<file path="src/rtl/ram_pixel_loader.sv">
// Feeder for the convolution pixel RAM: packs pairs of pixels from a valid/ready
// stream into {high, low} words and writes one frame to addresses 0..DEPTH-1.
module ram_pixel_loader #(
   parameter int unsigned PIX_W  = 4,
   parameter int unsigned WORD_W = 8,
   parameter int unsigned DEPTH  = 4,
   parameter int unsigned ADDR_W = 2
) (
   input  logic              clk,
   input  logic              clr,
   input  logic              start,
   input  logic [PIX_W-1:0]  pix_in,
   input  logic              pix_valid,
   output logic              pix_ready,
   output logic [WORD_W-1:0] ram_data,
   output logic [ADDR_W-1:0] ram_addr,
   output logic              ram_we,
   output logic              busy,
   output logic              done
);
   localparam logic [ADDR_W-1:0] LAST_ADDR = ADDR_W'(DEPTH - 1);

   typedef enum logic [2:0] {
      S_IDLE,
      S_LOW,
      S_HIGH,
      S_WRITE,
      S_DONE
   } state_t;

   state_t              r_state;
   state_t              w_next;
   logic [PIX_W-1:0]    r_lo;
   logic [WORD_W-1:0]   r_ram_data;
   logic [ADDR_W-1:0]   r_ram_addr;
   logic                r_busy;
   logic                w_pix_ready;
   logic                w_xfer;
   logic                w_ram_we;
   logic                w_done;

   assign w_pix_ready = (r_state == S_LOW) || (r_state == S_HIGH);
   assign w_xfer      = w_pix_ready & pix_valid;

   always_comb begin
      w_next   = r_state;
      w_ram_we = 1'b0;
      w_done   = 1'b0;
      case (r_state)
         S_IDLE:  if (start) w_next = S_LOW;
         S_LOW:   if (w_xfer) w_next = S_HIGH;
         S_HIGH:  if (w_xfer) w_next = S_WRITE;
         S_WRITE: begin
            w_ram_we = 1'b1;
            w_next   = (r_ram_addr == LAST_ADDR) ? S_DONE : S_LOW;
         end
         S_DONE: begin
            w_done = 1'b1;
            w_next = S_IDLE;
         end
         default: w_next = S_IDLE;
      endcase
   end

   always_ff @(posedge clk) begin
      if (clr) begin
         r_state    <= S_IDLE;
         r_lo       <= '0;
         r_ram_data <= '0;
         r_ram_addr <= '0;
         r_busy     <= 1'b0;
      end else begin
         r_state <= w_next;
         case (r_state)
            S_IDLE: begin
               if (start) begin
                  r_ram_addr <= '0;
                  r_busy     <= 1'b1;
               end
            end
            S_LOW: if (w_xfer) r_lo <= pix_in;
            // High nibble goes straight into the word register so ram_data is valid for all of WRITE
            S_HIGH: if (w_xfer) r_ram_data <= {pix_in, r_lo};
            S_WRITE: if (r_ram_addr != LAST_ADDR) r_ram_addr <= r_ram_addr + ADDR_W'(1);
            S_DONE: r_busy <= 1'b0;
            default: ;
         endcase
      end
   end

   assign pix_ready = w_pix_ready;
   assign ram_data  = r_ram_data;
   assign ram_addr  = r_ram_addr;
   assign ram_we    = w_ram_we;
   assign busy      = r_busy;
   assign done      = w_done;

endmodule

</file>
<file path="config.mk">
export PLATFORM = sky130hd
export DESIGN_NAME = ram_pixel_loader
export DESIGN_NICKNAME = d
export VERILOG_FILES = /design/src/rtl/ram_pixel_loader.sv
export SDC_FILE = /design/constraint.sdc
export NUM_CORES = 1
export LEC_CHECK = 0
export CAP_MARGIN = 20
export CORE_MARGIN = 1.5
export CORE_UTILIZATION = 35
export DETAILED_ROUTE_END_ITERATION = 7
export DONT_BUFFER_PORTS = 1
export SETUP_SLACK_MARGIN = 0.3
export SYNTH_ARGS = -nofsm -noshare
export SYNTH_HDL_FRONTEND = slang
export SYNTH_SLANG_ARGS = --single-unit
</file>
<file path="constraint.sdc">
create_clock -name clk -period 2 [get_ports clk]
set_input_delay 0.3 -clock clk [delete_from_list [all_inputs] [get_ports clk]]
set_output_delay 0.3 -clock clk [all_outputs]
set_load 0.01 [all_outputs]
</file>
Run 1, wiring by layer:
Drawn at 8 px/micron.
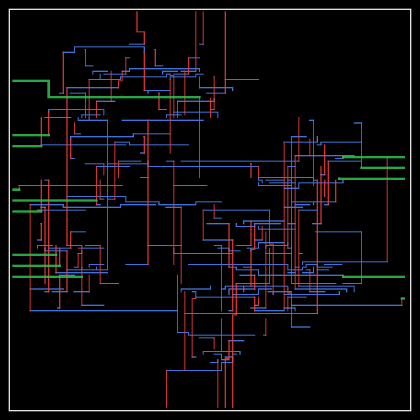
legend:
  green:
    layer: metal 3
    wire_length: 95.9 microns
  blue:
    layer: metal 1
    wire_length: 682 microns
  red:
    layer: metal 2
    wire_length: 596 microns

Run 1, clock wires, drivers and flops:
Drawn at 6 px/micron.
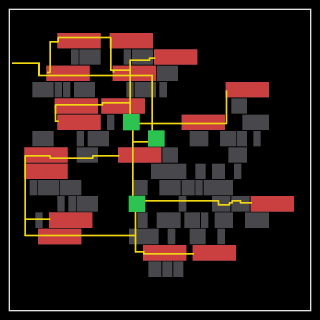
legend:
  yellow:
    item: clock wires
    length: 218 microns
  green:
    item: clock drivers
    count: 3
  red:
    item: flip-flops
    count: 18
routed clock nets: 4

==> impl_metrics.py, run 1 <==
# Synthesis and PnR figures
metrics = {
    "status": {
        "outcome": "completed",
    },
    "worst_setup_path": {
        "startpoint_type": "flop",
        "critPathKind": "reg2reg",
        "cpMaxStageDelayCell": "or4b_4",
        "crit_path_end_kind": "flop",
        "critical_path.max_stage_delay_ns": 0.53,
        "worstPathCellList": "or4b_4 -> a2111o_1 -> a21oi_2",
    },
    "yosys": {
        "top_cell_area_share": 0.466,
        "edf_count": 0,
        "area_leaders": "dfxtp_1 (47%), mux2i_1 (16%), nor2_1 (7.3%)",
        "syn_inst": 78,
        "netlist_area_sq_um": 773,
        "syn-num-nets": 87,
        "ys_cells": 78,
        "synth_seq_share": 0.466,
        "yosys_warnings": 0,
        "ys.flops": 18,
    },
    "sta": {
        "finalHoldViolations": 0,
        "tns_ns": 0,
        "worstMarginPinSlew_ns": 0.389,
        "worst_hold_slack_ns": 0.0633,
        "max-slew-margin-rel": 0.737,
        "min_period_ns": 1.58,
        "fmax_ghz": 0.635,
        "slew_violations": 0,
    },
    "floorplan": {
        "die_y_microns": 50,
        "dieArea_sq_um": 2500,
        "io_pins": 22,
    },
    "power_and_ir_drop": {
        "finalPower_w": 0.000658,
        "switching_power_w": 0.000146,
        "p_leak_nw": 0.287,
        "ir_worst_vdd_mv": 0.412,
        "internal-power_w": 0.000511,
        "pwr-share-comb": 0.082,
        "power.density_cell_area_nw_per_um2": 793,
        "switching_share": 0.223,
    },
    "finish": {
        "lay_top_count": "dfxtp_1",
        "num-fill-cells": 209,
        "diodes": 0,
        "syn2layout_area_growth_pct": 7.28,
        "final_layout_size_suffix_gt1_frac": 0.141,
        "lay_top_cells": "dfxtp_1 (18), nor2_1 (15), mux2i_1 (12)",
    },
    "global_route": {
        "grt_start_max_net_pins": 19,
        "grt_pass1_wl_microns": 2320,
        "grt_pass1_vias": 542,
        "antenna_found_initial": 0,
    },
    "clock_tree": {
        "cts_hold_buf": 0,
        "cts.reportedPaths.clkPinSlew_ns": 0.10,
        "clock_latency_ns": 0.28,
        "cts_made_buffers": 3,
        "clk_path_buf_depth": 2,
        "h-tree-depth": 1,
        "cts_tree": "yes",
        "cts_resized": 0,
        "cts_sinks": 18,
        "cts_setup_buffers": 0,
    },
    "placement": {
        "hpwl_microns": 976,
        "globalplace.congestion": 0.773,
    },
    "routing": {
        "vias_per_cell": 5.04,
    },
    "hold_path": {
        "hold_path_class": "in2reg",
    },
}
Run 1, close-up of the layout:
Region (28, 2) to (48, 22) microns. Cells in gray, sequential cells in the stronger gray; small squares are vias.
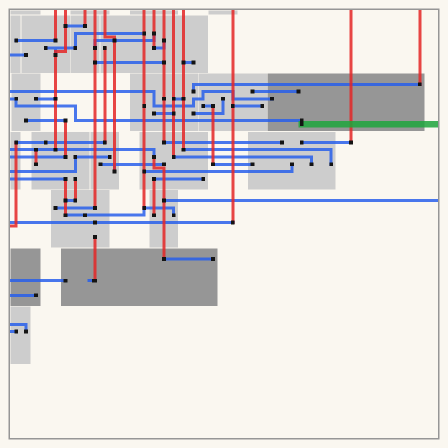
legend:
  red:
    layer: metal 2
  blue:
    layer: metal 1
  green:
    layer: metal 3
cells with their middle in the window: 15
most frequent: nand2_1 (2), dfxtp_1 (2)
netlist names of flops here include: r_state (1), ram_addr (1)
sequential cells in the window: 2

==> run 1: layer usage <==
layer,vias to the layer above,GRT usage,share of wire
met3,0,0.0485,0.069
li1,272,-,-
met1,242,0.156,0.50
met2,15,0.184,0.43
met4,0,0.0417,0
met5,-,0,0
==> run 1: power groups by stage <==
stage	Clock, W	Sequential [W]	Combinational (W)
finish	0.000217	0.000387	0.0000542
global route	0.000246	0.000390	0.0000614
CTS	0.000229	0.000387	0.0000550
detailed placement	0	0.000395	0.0000545
global placement	0	0.000395	0.0000535
floorplan	0	0.000386	0.0000643
==> run 1: final timing paths <==
check,slack (ns),cells after the start,end,start
worst min register to register,0.50,2,r_lo[2]$_SDFFE_PP0P_,r_lo[2]$_SDFFE_PP0P_
worst max register to register,0.42,3,ram_addr[1]$_SDFFE_PP0P_,r_state[0]$_SDFFE_PP0P_
worst max-delay path,0.42,3,ram_addr[1]$_SDFFE_PP0P_,r_state[0]$_SDFFE_PP0P_
worst min-delay path,0.06,1,ram_addr[1]$_SDFFE_PP0P_,clr
==> run 1: cell type report <==
type	instances	area [sq um]	share of cell area
flip-flops and latches	18	360	0.434
well taps	27	33.8	0.0407
repair buffers	3	22.5	0.0271
clock buffers	4	36.3	0.0437
inverters	2	7.51	0.00905
multi-input cells	51	369	0.445
==> run 1: state kept, by name, indices dropped and copies added, names as in the netlist <==
signal / flops
r_lo: 4
ram_addr: 2
ram_data: 8
busy: 1
r_state: 3
==> run 1: critical path, delay by kind of cell (launching register included) <==
family	cells	cell delay, ns
AOI/OAI and AO/OA	2	0.57
and+or+nand+nor	1	0.53
DFF	1	0.42
==> run 1: logic make-up (layout without fill, tap and decap cells) <==
group,Yosys count,in the layout,synth area share
AND/OR/NAND/NOR,27,27,0.184
AND-OR/OR-AND,9,9,0.0874
flip-flops,18,18,0.466
multiplexers,13,13,0.170
XOR/XNOR,1,1,0.0113
buffers and inverters,9,9,0.0647
adder cells (fa/ha/maj),1,1,0.0162
==> run 1: synth_stat cells, types with 2 or more instances <==
library cell,number
a21oi_1,2
buf_6,2
clkbuf_1,4
dfxtp_1,18
inv_1,2
mux2i_1,12
nand2_1,2
nor2_1,15
nor2b_1,2
nor3_1,2
nor4bb_1,2
o311ai_0,2
==> run 1: through the flow <==
step	instances	cell area [sq um]	worst slack, ns	utilization
3_5_place_dp	101	793	0.449	0.392
3_3_place_gp	101	793	0.478	0.392
2_1_floorplan	78	773	0.473	-
6_report	105	830	0.424	0.410
5_1_grt	105	830	0.310	0.410
4_1_cts	105	830	0.419	0.410
==> run 1 -> run 2 <==
==> constraint.sdc (replaced) <==
create_clock -name clk -period 1.6 [get_ports clk]
set_input_delay 0.24 -clock clk [delete_from_list [all_inputs] [get_ports clk]]
set_output_delay 0.24 -clock clk [all_outputs]
set_load 0.01 [all_outputs]
Run 2, clock wires, drivers and flops:
Drawn at 6 px/micron.
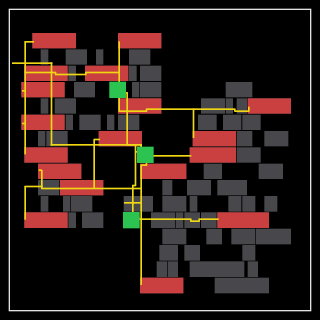
legend:
  red:
    item: flip-flops
    count: 18
  yellow:
    item: clock wires
    length: 227 microns
  green:
    item: clock drivers
    count: 3
routed clock nets: 4

Run 2, close-up of the layout:
Region (28, 2) to (48, 22) microns. Cells in gray, sequential cells in the stronger gray; small squares are vias.
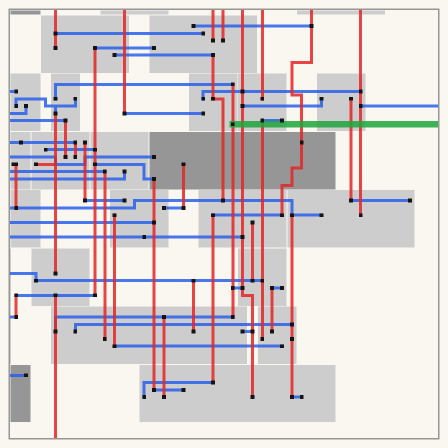
legend:
  green:
    layer: metal 3
  blue:
    layer: metal 1
  red:
    layer: metal 2
cells with their middle in the window: 18
netlist names of flops here include: r_state (1)
sequential cells in the window: 1

Run 2, register map, names as in the netlist:
Drawn at 10 px/micron. Other sequential cells in the stronger gray, the rest of the logic in the fainter gray.
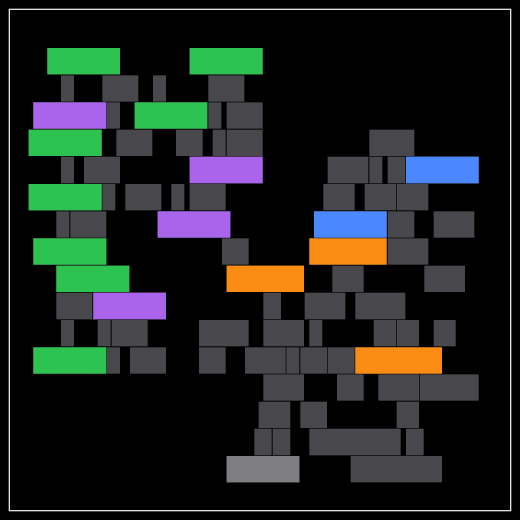
legend:
  green:
    netlist_name: ram_data
    sequential_cells: 8
  blue:
    netlist_name: ram_addr
    sequential_cells: 2
  purple:
    netlist_name: r_lo
    sequential_cells: 4
  orange:
    netlist_name: r_state
    sequential_cells: 3
not colored: 1

==> run 2 against run 1 <==
  * Critical path depth unchanged
  * Clock skew shrank 0.0035 ns
  * Hold slack got worse by 0.061 ns
  * Worst setup slack worse by 0.25 ns
  * Core utilization up 5.4 points
  * Clock power is 25% higher
  * Synthesized cell count unchanged
  * Via count increased by 5.1%
  * Register-to-register slack worse by 0.25 ns
  * Largest cell class unchanged
  * Sequential power rose by 24%
==> impl_metrics.py, run 2 <==
# Synthesis and PnR figures
metrics = {
    "routing": {
        "drtIter0Drc": 1,
        "totalWireLength_microns": 1450,
        "routedWlPerCell_microns": 13.3,
        "vias_per_cell": 5.10,
        "final_antenna_net_count": 0,
        "vias": 556,
        "dr.pass1.iters": 3,
    },
    "clock_tree": {
        "clock_latency_ns": 0.28,
        "cts_sinks": 18,
        "cts.reportedPaths.clkPinSlew_ns": 0.10,
        "clk_path_buf_depth": 2,
        "h-tree-depth": 1,
        "cts_made_buffers": 3,
        "cts_root_buf": "clkbuf_4",
        "cts_tree": "yes",
    },
    "sta": {
        "min_period_ns": 1.43,
        "finalHoldViolations": 0,
        "worstMarginPinSlew_ns": 0.416,
        "max-slew-margin-rel": 0.719,
        "setup_viol": 0,
        "slew_violations": 0,
        "tns_ns": 0,
        "worst_hold_slack_ns": 0.00215,
        "fmax_ghz": 0.701,
        "rsz0062_at_grt": "true",
    },
    "yosys": {
        "yosys_warnings": 0,
        "ys_cells": 78,
        "synthTopCellsByCount": "dfxtp_1 (18), nor2_1 (15), mux2i_1 (12)",
        "synthArstFlopShare": 0,
        "most_common_cell": "dfxtp_1",
        "syn-num-nets": 87,
        "netlist_area_sq_um": 773,
        "largest_area_cell": "dfxtp_1",
        "syn_inst": 78,
        "avgSynthCellArea_sq_um": 9.91,
        "area_leaders": "dfxtp_1 (47%), mux2i_1 (16%), nor2_1 (7.3%)",
        "ys.flops": 18,
        "top_cell_area_share": 0.466,
        "synth_seq_share": 0.466,
        "edf_count": 0,
    },
    "status": {
        "outcome": "completed",
    },
    "finish": {
        "diodes": 0,
        "final_net_count": 92,
        "lay_top_cells": "dfxtp_1 (15), mux2i_1 (12), nor2_1 (12)",
        "num-fill-cells": 211,
        "final_layout_size_suffix_gt1_frac": 0.305,
        "fin_util": 0.464,
        "seq_area_sq_um": 367,
        "logic_area_sq_um": 423,
        "lay_top_count": "dfxtp_1",
        "largest_reg_flops": 8,
        "syn2layout_area_growth_pct": 21.4,
    },
    "worst_setup_path": {
        "reg2reg_slack_ns": 0.17,
        "startpoint_type": "flop",
        "critPathLaunch": "r_state[2]$_SDFFE_PP0P_",
        "reg2reg_from": "r_state[2]$_SDFFE_PP0P_",
        "path_max_fanout": 3,
        "crit_required_ns": 1.83,
        "critPathKind": "reg2reg",
        "cp_data_arrival_time_ns": 1.66,
        "crit_path_end_kind": "flop",
    },
    "placement": {
        "globalplace.congestion": 0.746,
        "numPortBuffers": 0,
        "hpwl_microns": 972,
    },
    "floorplan": {
        "chipWidth_microns": 50,
        "rows": 16,
        "core-area_sq_um": 2020,
        "dieArea_sq_um": 2500,
        "io_pins": 22,
        "fp_util": 0.382,
        "die_y_microns": 50,
    },
    "power_and_ir_drop": {
        "p_leak_nw": 0.323,
        "ir_worst_vdd_mv": 0.601,
        "power.density_cell_area_nw_per_um2": 924,
    },
    "global_route": {
        "grt_pass1_vias": 529,
        "track_usage": 0.128,
        "grt_start_max_net_pins": 19,
        "antenna_found_initial": 0,
        "gr-total-overflow": 0,
        "grt_pass1_wl_microns": 2390,
    },
    "flow_run": {
        "drv_cap": 0,
        "tool_warnings": 31,
    },
    "hold_path": {
        "hold_start": "clr",
        "hold_path_class": "in2reg",
    },
}
[run 2: routing by layer]
metal | track usage | up-vias | share of wire
met2 | 0.197 | 14 | 0.46
met1 | 0.145 | 263 | 0.47
met3 | 0.0576 | 2 | 0.065
li1 | - | 277 | -
met4 | 0.0694 | 0 | 0.0090
met5 | 0 | - | 0
[run 2: logic make-up after synthesis]
family / synth area share
flip-flops: 0.466
adder cells (fa/ha/maj): 0.0162
XOR/XNOR: 0.0113
buffers and inverters: 0.0647
AND/OR/NAND/NOR: 0.184
multiplexers: 0.170
AND-OR/OR-AND: 0.0874
[run 2: final timing paths]
path                                                 end  cells past startpoint
worst max register to register  ram_addr[1]$_SDFFE_PP0P_                      3
worst min register to register      r_lo[2]$_SDFFE_PP0P_                      2
worst min-delay path             r_state[0]$_SDFFE_PP0P_                      1
worst max-delay path            ram_addr[1]$_SDFFE_PP0P_                      3
[run 2: cell type report]
class,count,share of cell area
clock buffers,4,0.0387
inverters,2,0.00800
multi-input cells,51,0.451
flip-flops and latches,18,0.391
well taps,27,0.0360
repair buffers,7,0.0760
[run 2: what timing repair did]
action                                  4_1_cts  5_1_grt
endpoints found under the hold margin        18       17
resized                                      12        8
gates cloned                                  0        0
buffers inserted                              2        0
endpoints found under the setup margin       17       18
pin swaps                                     3        3
[run 2: where the power goes]
| part | leakage, nW | switching, W | internal, W |
|---|---|---|---|
| registers | 0.148 | 0.0000141 | 0.000464 |
| clock network | 0.0210 | 0.000134 | 0.000138 |
| logic | 0.154 | 0.0000493 | 0.0000669 |
[run 2: worst max-delay path: stages, from the launching register on]
cell and delay, ns:
dfxtp_2 0.34, or4b_4 0.54, a2111o_1 0.39, a21oi_2 0.11
[run 2: through the flow]
step	std cells	area, sq um	setup WS (ns)	power (W)
floorplan	78	773	0.138	0.000564
global placement	103	808	0.213	0.000567
detailed placement	103	808	0.195	0.000569
CTS	109	903	0.178	0.000875
global route	109	938	0.142	0.000915
finish	109	938	0.174	0.000867
==> run 2 -> run 3 <==
--- a/config.mk
+++ b/config.mk
@@ -10,6 +10,7 @@
 export CORE_UTILIZATION = 35
 export DETAILED_ROUTE_END_ITERATION = 7
 export DONT_BUFFER_PORTS = 1
+export PLACE_DENSITY = 0.57
 export SETUP_SLACK_MARGIN = 0.3
 export SYNTH_ARGS = -nofsm -noshare
 export SYNTH_HDL_FRONTEND = slang
Run 3, clock wires, drivers and flops:
Drawn at 6 px/micron.
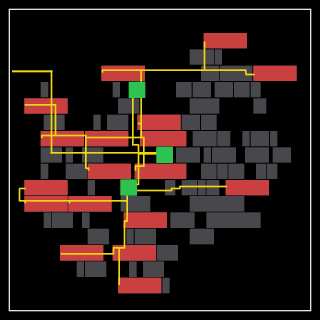
skew final: 0.00566 ns
Late-Pin Clk Latency: 0.28 ns

Run 3, register map, names as in the netlist:
Drawn at 10 px/micron. Other sequential cells in the stronger gray, the rest of the logic in the fainter gray.
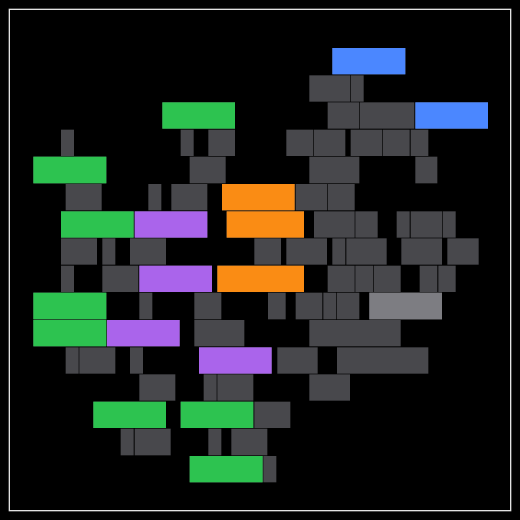
legend:
  blue:
    netlist_name: ram_addr
    sequential_cells: 2
  purple:
    netlist_name: r_lo
    sequential_cells: 4
  orange:
    netlist_name: r_state
    sequential_cells: 3
  green:
    netlist_name: ram_data
    sequential_cells: 8
not colored: 1

Run 3, wiring by layer:
Drawn at 8 px/micron.
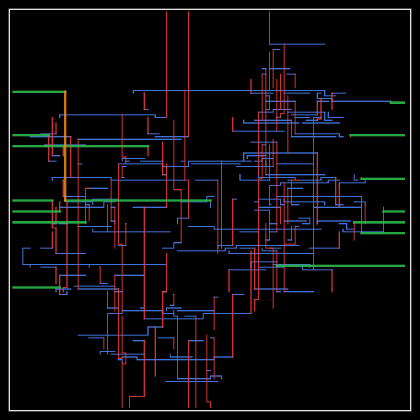
legend:
  blue:
    layer: metal 1
    wire_length: 627 microns
  orange:
    layer: metal 4
    wire_length: 13.6 microns
  red:
    layer: metal 2
    wire_length: 599 microns
  green:
    layer: metal 3
    wire_length: 115 microns
vias after detailed routing: 540
GRT Total Usage: 0.122
Avg WL per Cell: 12.4 microns

==> run 3 against run 2 <==
  * Synthesized area is the same
  * Core utilization decreased by 0.99 points
  * Total power is 1.3% lower
  * Sequential cell count is the same
  * Critical path depth stayed put
  * Hold slack improved by 0.00089 ns
  * Wire length fell by 6.4%
  * Design area is 2.1% lower
  * Clock skew rose by 0.0030 ns
  * Maximum frequency is 0.79% higher
  * Critical path type unchanged
  * Largest cell class unchanged
  * Largest power group unchanged
==> impl_metrics.py, run 3 <==
# Synthesis and PnR figures
metrics = {
    "status": {
        "outcome": "completed",
    },
    "routing": {
        "final_antenna_net_count": 0,
        "vias_per_cell": 4.95,
        "dr.pass1.iters": 4,
        "drtIter0Drc": 11,
        "totalWireLength_microns": 1350,
    },
    "finish": {
        "largest_reg_flops": 8,
        "fin_util": 0.454,
        "diodes": 0,
        "final_layout_size_suffix_gt1_frac": 0.268,
        "lay_top_cells": "dfxtp_1 (16), nor2_1 (13), mux2i_1 (12)",
        "syn2layout_area_growth_pct": 18.8,
        "seq_area_sq_um": 365,
        "lay_top_count": "dfxtp_1",
        "final_net_count": 92,
        "logic_area_sq_um": 408,
        "fin_area_sq_um": 918,
        "num-fill-cells": 199,
    },
    "clock_tree": {
        "cts_root_buf": "clkbuf_4",
        "cts_tree": "yes",
        "clk_path_buf_depth": 2,
        "cts_made_buffers": 3,
        "cts_sinks": 18,
    },
    "sta": {
        "tns_ns": 0,
        "finalHoldViolations": 0,
        "max-slew-margin-rel": 0.728,
        "worst_hold_slack_ns": 0.00303,
        "rsz0062_at_grt": "true",
        "worstMarginPinSlew_ns": 0.403,
        "setup_viol": 0,
        "slew_violations": 0,
        "min_period_ns": 1.42,
        "fmax_ghz": 0.707,
    },
    "yosys": {
        "synthTopCellsByCount": "dfxtp_1 (18), nor2_1 (15), mux2i_1 (12)",
        "syn_inst": 78,
        "top_cell_area_share": 0.466,
        "most_common_cell": "dfxtp_1",
        "yosys_warnings": 0,
        "area_leaders": "dfxtp_1 (47%), mux2i_1 (16%), nor2_1 (7.3%)",
        "ys_cells": 78,
        "edf_count": 0,
        "ys.flops": 18,
        "largest_area_cell": "dfxtp_1",
        "avgSynthCellArea_sq_um": 9.91,
        "syn-num-nets": 87,
        "synthArstFlopShare": 0,
        "synth_seq_share": 0.466,
    },
    "worst_setup_path": {
        "reg2reg_from": "r_state[2]$_SDFFE_PP0P_",
        "critPathKind": "reg2reg",
        "crit_path_end_kind": "flop",
        "crit_required_ns": 1.83,
        "startpoint_type": "flop",
        "crit_end": "ram_addr[1]$_SDFFE_PP0P_",
        "critPathLaunch": "r_state[2]$_SDFFE_PP0P_",
        "worstReg2RegEnd": "ram_addr[1]$_SDFFE_PP0P_",
        "path_max_fanout": 2,
        "cp_data_arrival_time_ns": 1.64,
    },
    "flow_run": {
        "tool_warnings": 31,
        "drv_cap": 0,
    },
    "power_and_ir_drop": {
        "pwr-share-comb": 0.126,
        "internal-power_w": 0.000666,
        "p_leak_nw": 0.315,
        "ir_worst_vdd_mv": 0.513,
        "clkPwrFrac": 0.315,
        "p_seq_frac": 0.559,
        "switching_power_w": 0.000190,
        "power.density_cell_area_nw_per_um2": 932,
        "switching_share": 0.222,
    },
    "placement": {
        "dpl-instance-area_sq_um": 808,
        "dp_slack_ns": 0.166,
        "numPortBuffers": 0,
        "hpwl_microns": 935,
    },
    "floorplan": {
        "core-area_sq_um": 2020,
        "chipWidth_microns": 50,
        "rows": 16,
        "dieArea_sq_um": 2500,
        "die_y_microns": 50,
        "fp_util": 0.382,
        "io_pins": 22,
    },
    "global_route": {
        "grt_start_max_net_pins": 19,
        "antenna_found_initial": 0,
        "grt_pass1_wl_microns": 2300,
        "grt_pass1_vias": 557,
        "gr-total-overflow": 0,
    },
}
-- run 3: final cells by class --
class,count,area share
flip-flops and latches,18,0.398
inverters,2,0.00817
multi-input cells,51,0.444
repair buffers,7,0.0736
well taps,27,0.0368
clock buffers,4,0.0395
-- run 3: critical path: stages (launching register included) --
cell      delay [ns]
dfxtp_1         0.33
or4b_4          0.54
a2111o_1        0.39
a21oi_2         0.11
-- run 3: power groups by stage --
stage	combinational (W)	clock, W	sequential, W
final	0.000108	0.000270	0.000478
after global routing	0.000121	0.000303	0.000480
after CTS	0.0000977	0.000284	0.000478
after detailed placement	0.0000791	0	0.000489
after global placement	0.0000782	0	0.000488
after floorplan	0.0000805	0	0.000483
-- run 3: routing by layer --
layer | vias to the layer above | share of wire | global-route usage
met3 | 2 | 0.084 | 0.0485
met1 | 245 | 0.46 | 0.146
met2 | 15 | 0.44 | 0.184
met4 | 0 | 0.0096 | 0.0694
li1 | 278 | - | -
met5 | - | 0 | 0
-- run 3: worst min path at each step --
stage / from / end / slack (ns) / depth (start not counted)
after floorplan: pix_in[0] / r_lo[0]$_SDFFE_PP0P_ / 0.39 / 2
after global placement: clr / ram_addr[1]$_SDFFE_PP0P_ / 0.31 / 1
after detailed placement: clr / ram_addr[1]$_SDFFE_PP0P_ / 0.31 / 1
after CTS: clr / ram_addr[1]$_SDFFE_PP0P_ / -0.01 / 1
after global routing: clr / ram_addr[1]$_SDFFE_PP0P_ / -0.03 / 1
final: clr / ram_addr[1]$_SDFFE_PP0P_ / 0.003 / 1
-- run 3: cell families after synthesis --
family,after synthesis,share of synthesized area
compound gates,9,0.0874
fa+ha+maj,1,0.0162
xor+xnor,1,0.0113
flops,18,0.466
mux,13,0.170
simple gates,27,0.184
buf+inv,9,0.0647
-- run 3: metrics by stage --
stage          instances  power [W]
2_1_floorplan         78   0.000564
3_3_place_gp         103   0.000567
3_5_place_dp         103   0.000568
4_1_cts              108   0.000860
5_1_grt              109   0.000903
6_report             109   0.000856
-- run 3: what timing repair did --
action	4_1_cts	5_1_grt
endpoints found under the hold margin	7	16
cloned	0	0
pin swaps	2	2
endpoints found under the setup margin	17	17
buffers inserted	1	1
resized	10	5
No activity file was given, so power comes from the tool's default toggle rates.
